$ cat src/rtl/ioctl_ldr_bridge.sv
// ioctl download stream to core loader bridge: packs bytes into big-endian words, FIFO-buffers
// them, and drives the level wr/ack handshake. Optional checksum output with LDR_CHECKSUM_EN.
module ioctl_ldr_bridge #(
    parameter int         DEPTH = 8,
    parameter int         AW    = 20,
    parameter logic [7:0] IDX   = 8'h00
) (
    input  logic          clk_sys,
    input  logic          rstn,
    input  logic          ioctl_download,
    input  logic [7:0]    ioctl_index,
    input  logic          ioctl_wr,
    input  logic [24:0]   ioctl_addr,
    input  logic [7:0]    ioctl_dout,
    output logic          ioctl_wait,
    output logic          ldr_aen,
    output logic [AW-1:0] ldr_addr,
    output logic [15:0]   ldr_wdat,
    output logic [1:0]    ldr_be,
    output logic          ldr_wr,
    input  logic          ldr_ack,
    output logic          ldr_done
`ifdef LDR_CHECKSUM_EN
    ,
    output logic [15:0]   ldr_sum
`endif
);
    // state   | meaning
    // S_IDLE  | waiting for a matching download start
    // S_LOAD  | accepting and packing bytes
    // S_FLUSH | pushing a leftover even byte
    // S_DRAIN | waiting for FIFO empty and no outstanding write
    // S_DONE  | load complete, ldr_done set
    typedef enum logic [2:0] {S_IDLE, S_LOAD, S_FLUSH, S_DRAIN, S_DONE} state_t;

    localparam int PW = $clog2(DEPTH);
    localparam int CW = PW + 1;
    localparam int EW = AW - 1 + 16 + 2;

    state_t            state;
    logic              dl_q;
    logic              ack_q;
    logic              need_low;
    logic [CW-1:0]     count;
    logic [PW-1:0]     wptr;
    logic [PW-1:0]     rptr;
    logic [EW-1:0]     mem [DEPTH];

    logic              pend_v;
    logic [7:0]        pend;
    logic [AW-2:0]     pend_tag;

    logic              pend_v_n;
    logic [7:0]        pend_n;
    logic [AW-2:0]     pend_tag_n;
    logic [1:0]        n_push;
    logic [EW-1:0]     e0;
    logic [EW-1:0]     e1;
    logic [EW-1:0]     flush_e;
    logic [EW-1:0]     head;

    logic [AW-2:0]     byte_tag;
    logic              dl_start;
    logic              dl_fall;
    logic              accept;
    logic              pop;
    logic              issue;

    logic              unused_addr;
    assign unused_addr = ^ioctl_addr[24:AW];

    assign byte_tag   = ioctl_addr[AW-1:1];
    assign dl_start   = ioctl_download & ~dl_q & (ioctl_index == IDX);
    assign dl_fall    = ~ioctl_download & dl_q;
    assign accept     = (state == S_LOAD) & ioctl_wr & (ioctl_index == IDX);
    assign pop        = ldr_wr & ldr_ack & ~ack_q;
    // The ack must have dropped after the previous completion before a new request goes out.
    assign issue      = ~ldr_wr & (count != '0) & (~need_low | ~ldr_ack);
    assign head       = mem[rptr];
    assign ioctl_wait = (count >= CW'(DEPTH - 2));
    assign ldr_aen    = (state != S_IDLE) & ~ldr_done;

    always_comb begin
        flush_e    = {pend_tag, pend, 8'h00, 2'b10};
        n_push     = 2'd0;
        e0         = '0;
        e1         = '0;
        pend_v_n   = pend_v;
        pend_n     = pend;
        pend_tag_n = pend_tag;
        if (accept) begin
            if (!ioctl_addr[0]) begin
                if (pend_v && (pend_tag != byte_tag)) begin
                    n_push = 2'd1;
                    e0     = flush_e;
                end
                pend_v_n   = 1'b1;
                pend_n     = ioctl_dout;
                pend_tag_n = byte_tag;
            end else if (pend_v && (pend_tag == byte_tag)) begin
                n_push   = 2'd1;
                e0       = {byte_tag, pend, ioctl_dout, 2'b11};
                pend_v_n = 1'b0;
            end else if (pend_v) begin
                // Odd byte of a different word: orphaned even byte goes out first.
                n_push   = 2'd2;
                e0       = flush_e;
                e1       = {byte_tag, 8'h00, ioctl_dout, 2'b01};
                pend_v_n = 1'b0;
            end else begin
                n_push = 2'd1;
                e0     = {byte_tag, 8'h00, ioctl_dout, 2'b01};
            end
        end else if ((state == S_FLUSH) && pend_v) begin
            n_push   = 2'd1;
            e0       = flush_e;
            pend_v_n = 1'b0;
        end
    end

    always_ff @(posedge clk_sys) begin
        if (n_push != 2'd0) mem[wptr] <= e0;
        if (n_push == 2'd2) mem[wptr + PW'(1)] <= e1;
    end

    always_ff @(posedge clk_sys or negedge rstn) begin
        if (!rstn) begin
            wptr     <= '0;
            rptr     <= '0;
            count    <= '0;
            pend_v   <= 1'b0;
            pend     <= '0;
            pend_tag <= '0;
            dl_q     <= 1'b0;
            ack_q    <= 1'b0;
            need_low <= 1'b0;
            ldr_wr   <= 1'b0;
            ldr_addr <= '0;
            ldr_wdat <= '0;
            ldr_be   <= '0;
        end else begin
            dl_q     <= ioctl_download;
            ack_q    <= ldr_ack;
            wptr     <= wptr + PW'(n_push);
            rptr     <= rptr + PW'(pop);
            count    <= count + CW'(n_push) - CW'(pop);
            pend_v   <= pend_v_n & ~(dl_start & (state != S_LOAD));
            pend     <= pend_n;
            pend_tag <= pend_tag_n;
            if (pop) begin
                ldr_wr   <= 1'b0;
                need_low <= 1'b1;
            end else if (!ldr_ack) begin
                need_low <= 1'b0;
            end
            if (issue) begin
                ldr_wr   <= 1'b1;
                ldr_addr <= {head[EW-1:18], 1'b0};
                ldr_wdat <= head[17:2];
                ldr_be   <= head[1:0];
            end
        end
    end

    always_ff @(posedge clk_sys or negedge rstn) begin
        if (!rstn) begin
            state    <= S_IDLE;
            ldr_done <= 1'b0;
        end else begin
            case (state)
                S_IDLE: begin
                    if (dl_start) begin
                        state    <= S_LOAD;
                        ldr_done <= 1'b0;
                    end
                end
                S_LOAD: begin
                    if (dl_fall) state <= S_FLUSH;
                end
                S_FLUSH: begin
                    state <= S_DRAIN;
                end
                S_DRAIN: begin
                    if (dl_start) begin
                        state    <= S_LOAD;
                        ldr_done <= 1'b0;
                    end else if ((count == '0) && !ldr_wr) begin
                        state    <= S_DONE;
                        ldr_done <= 1'b1;
                    end
                end
                S_DONE: begin
                    if (dl_start) begin
                        state    <= S_LOAD;
                        ldr_done <= 1'b0;
                    end
                end
                default: state <= S_IDLE;
            endcase
        end
    end

`ifdef LDR_CHECKSUM_EN
    logic sum_clr;
    assign sum_clr = dl_start & (state != S_LOAD) & (state != S_FLUSH);

    always_ff @(posedge clk_sys or negedge rstn) begin
        if (!rstn) begin
            ldr_sum <= '0;
        end else if (sum_clr) begin
            ldr_sum <= '0;
        end else if (pop) begin
            ldr_sum <= ldr_sum + (ldr_wdat & {{8{ldr_be[1]}}, {8{ldr_be[0]}}});
        end
    end
`endif

endmodule

$ cat config.mk
export PLATFORM = sky130hd
export DESIGN_NAME = ioctl_ldr_bridge
export DESIGN_NICKNAME = d
export VERILOG_FILES = /design/src/rtl/ioctl_ldr_bridge.sv
export SDC_FILE = /design/constraint.sdc
export NUM_CORES = 1
export LEC_CHECK = 0
export CORE_UTILIZATION = 35
export DETAILED_ROUTE_END_ITERATION = 7
export HOLD_SLACK_MARGIN = 0.12
export PLACE_DENSITY = 0.59
export SLEW_MARGIN = 40
export SYNTH_ARGS = -nofsm -noshare
export SYNTH_HDL_FRONTEND = slang
export SYNTH_SLANG_ARGS = --single-unit
$ cat constraint.sdc
create_clock -name clk_sys -period 3.7 [get_ports clk_sys]
set_clock_uncertainty 0.1 [all_clocks]
set_input_delay 0.74 -clock clk_sys [delete_from_list [all_inputs] [get_ports clk_sys]]
set_output_delay 0.74 -clock clk_sys [all_outputs]
set_load 0.005 [all_outputs]
Fig. 1: run 1, routed metal per tile
(1.5 px per um) The die is cut into 23 by 23 equal tiles; dark blue is low, red is high, scaled to the fullest tile. Values are wire area over tile area, all layers added.
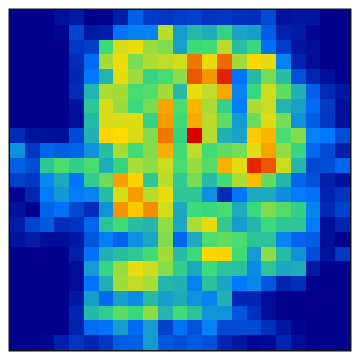
- tiles over half the peak: 26%
- fullest tile: 0.53
- nearly empty tiles: 18%
- mean over tiles: 0.16

Fig. 2: run 1, nets reached from selected ports
(2 px per um)
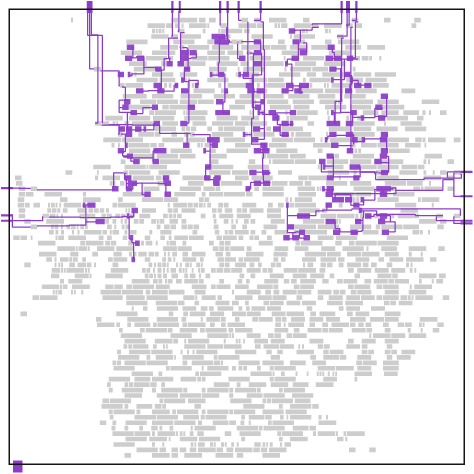
- `ioctl_addr`: purple (bits 25; direction input; end cells 183; buffers 39; wire 2360 um)

==> flow_metrics.tcl, run 1 <==
# flow metrics
set metrics [dict create \
    grt_busiest_layer "met2" \
    comb_area_sq_um 6840 \
    p_comb_share_pct 25.0 \
    edf_count 224 \
    drive_above_1_share_pct 22.2 \
    pg_seq_mw 5.16 \
    non_clock_buffer_count 241 \
    hold_viol 0 \
    grt_max_degree 76 \
    drc 0 \
    setup_violations 0 \
    hold_path_depth 1 \
    topCellsByArea "edfxtp_1, dfrtp_1, mux4_2" \
    end_kind "flop" \
    status "complete, no violations" \
    die_x_um 227 \
    hpwl_um 33100 \
    die_area_sq_um 51400 \
    syn_area_sq_um 17700 \
    inv_count 25 \
    yosys_cells 1341 \
    cp_slowest_stage_delay_ns 0.44 \
    path_delay_family "buffers and inverters" \
    ir_drop_uv 291 \
    met1_usage_pct 28.1 \
    ys_types 66 \
    critical_path_arrival_ns 3.78 \
]
Fig. 3: run 1, cell outlines without signal wires
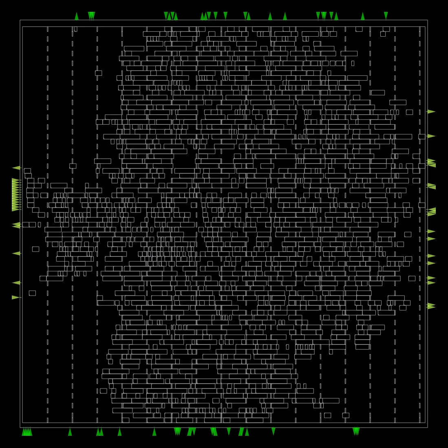
Tap Cells: 664
sequential cell count: 379
fillcell total: 4477
flop share of the area: 46.8%

==> run 1 -> run 2 <==
==> constraint.sdc (replaced) <==
create_clock -name clk_sys -period 4.2 [get_ports clk_sys]
set_clock_uncertainty 0.1 [all_clocks]
set_input_delay 0.84 -clock clk_sys [delete_from_list [all_inputs] [get_ports clk_sys]]
set_output_delay 0.84 -clock clk_sys [all_outputs]
set_load 0.005 [all_outputs]
==> run 2 against run 1 <==
  * Sequential share of layout area is 1.1 points higher
  * Clock power is 8.8% lower
  * Power is 12% lower
  * Critical path depth is 2 lower
  * Hold slack worse by 0.13 ns
  * Utilization is 1.0 points lower
  * Setup slack better by 0.30 ns
  * Routed wire length is 0.69% lower
  * Largest cell class unchanged
==> flow_metrics.tcl, run 2 <==
# flow metrics
set metrics [dict create \
    grt_busiest_layer "met2" \
    topCellsByArea "edfxtp_1, dfrtp_1, mux4_2" \
    drc 0 \
    path_delay_family "simple AND/OR/NAND/NOR gates" \
    die_area_sq_um 51400 \
    ff_count 379 \
    taps 664 \
    drive_above_1_share_pct 20.2 \
    hold_viol 0 \
    inv_count 25 \
    seq_share_pct 47.9 \
    non_clock_buffer_count 201 \
    grt_max_degree 81 \
    met1_usage_pct 28.7 \
    status "complete, no violations" \
    comb_area_sq_um 6780 \
    edf_count 224 \
    fill_cells 4476 \
    ys_types 66 \
    setup_violations 0 \
    p_comb_share_pct 23.7 \
]
Fig. 4: run 2, cell outlines without signal wires
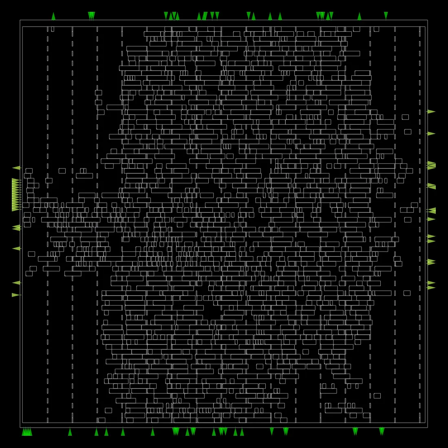
Final Util: 43.4%
row cnt: 81

Fig. 5: run 2, routed metal per tile
(1.5 px per um) The die is cut into 23 by 23 equal tiles; dark blue is low, red is high, scaled to the fullest tile. Values are wire area over tile area, all layers added.
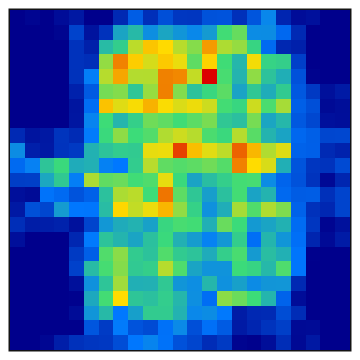
- nearly empty tiles: 20%
- fullest tile: 0.55
- mean over tiles: 0.16
- tiles over half the peak: 23%

==> run 2 -> run 3 <==
--- a/config.mk
+++ b/config.mk
@@ -9,6 +9,7 @@
 export DETAILED_ROUTE_END_ITERATION = 7
 export HOLD_SLACK_MARGIN = 0.12
 export PLACE_DENSITY = 0.59
+export SETUP_SLACK_MARGIN = 0.02
 export SLEW_MARGIN = 40
 export SYNTH_ARGS = -nofsm -noshare
 export SYNTH_HDL_FRONTEND = slang
==> run 3 against run 2 <==
  * Register-to-register slack hardly changed
  * Cell area stayed put
  * Maximum frequency stayed put
  * Die size stayed put
  * Utilization stayed put
  * Routed wire length stayed put
  * Cell count stayed put
  * Power stayed put
  * Critical path depth stayed put
  * Sequential cell count stayed put
  * Critical path type unchanged
  * Largest cell class unchanged
==> flow_metrics.tcl, run 3 <==
# flow metrics
set metrics [dict create \
    status "complete, no violations" \
    relSlewSlack_pct 48.4 \
    taps 664 \
    setup_violations 0 \
    ir_drop_uv 243 \
    grt_busiest_layer "met2" \
    die_x_um 227 \
    p_comb_share_pct 23.7 \
    grt_max_degree 81 \
    period_needed_ns 3.64 \
    num_io_pins 88 \
    critical_path_arrival_ns 3.97 \
    clock.latency.late_pin_ns 0.55 \
    num_rows 81 \
    path_delay_family "simple AND/OR/NAND/NOR gates" \
    ys_sh_mux_pct 11.6 \
    ff_count 379 \
    drc 0 \
    hold_viol 0 \
    required_ns 4.53 \
    non_clock_buffer_count 201 \
    ys_sh_adder_pct 0.934 \
    topCellsByArea "edfxtp_1, dfrtp_1, mux4_2" \
    comb_area_sq_um 6780 \
    syn_area_sq_um 17700 \
    die_area_sq_um 51400 \
    hpwl_um 31700 \
    drive_above_1_share_pct 20.2 \
    ys_types 66 \
    inv_count 25 \
]
Fig. 6: run 3, sequential cells colored by netlist name
(2 px per um) Other sequential cells in the stronger gray, the rest of the logic in the fainter gray.
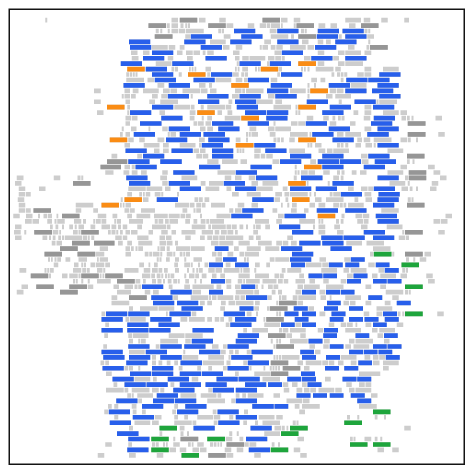
- `pend_tag`: orange (placed flops 19)
- `ldr_wdat`: green (placed flops 16)
- `mem`: blue (placed flops 296)
Seq. pwr: 4.59 mW
flop share of the area: 47.9%
sequential cell area: 10300 sq um

Fig. 7: run 3, nets reached from selected ports
(2 px per um)
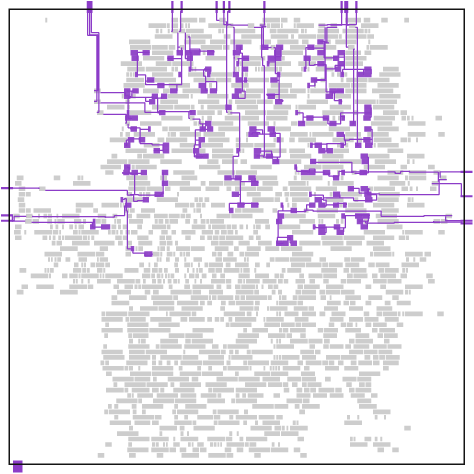
- `ioctl_addr`: purple (bits 25; direction input; end cells 183; buffers 39; wire 2330 um)

Power is estimated from default activity; no workload was simulated.
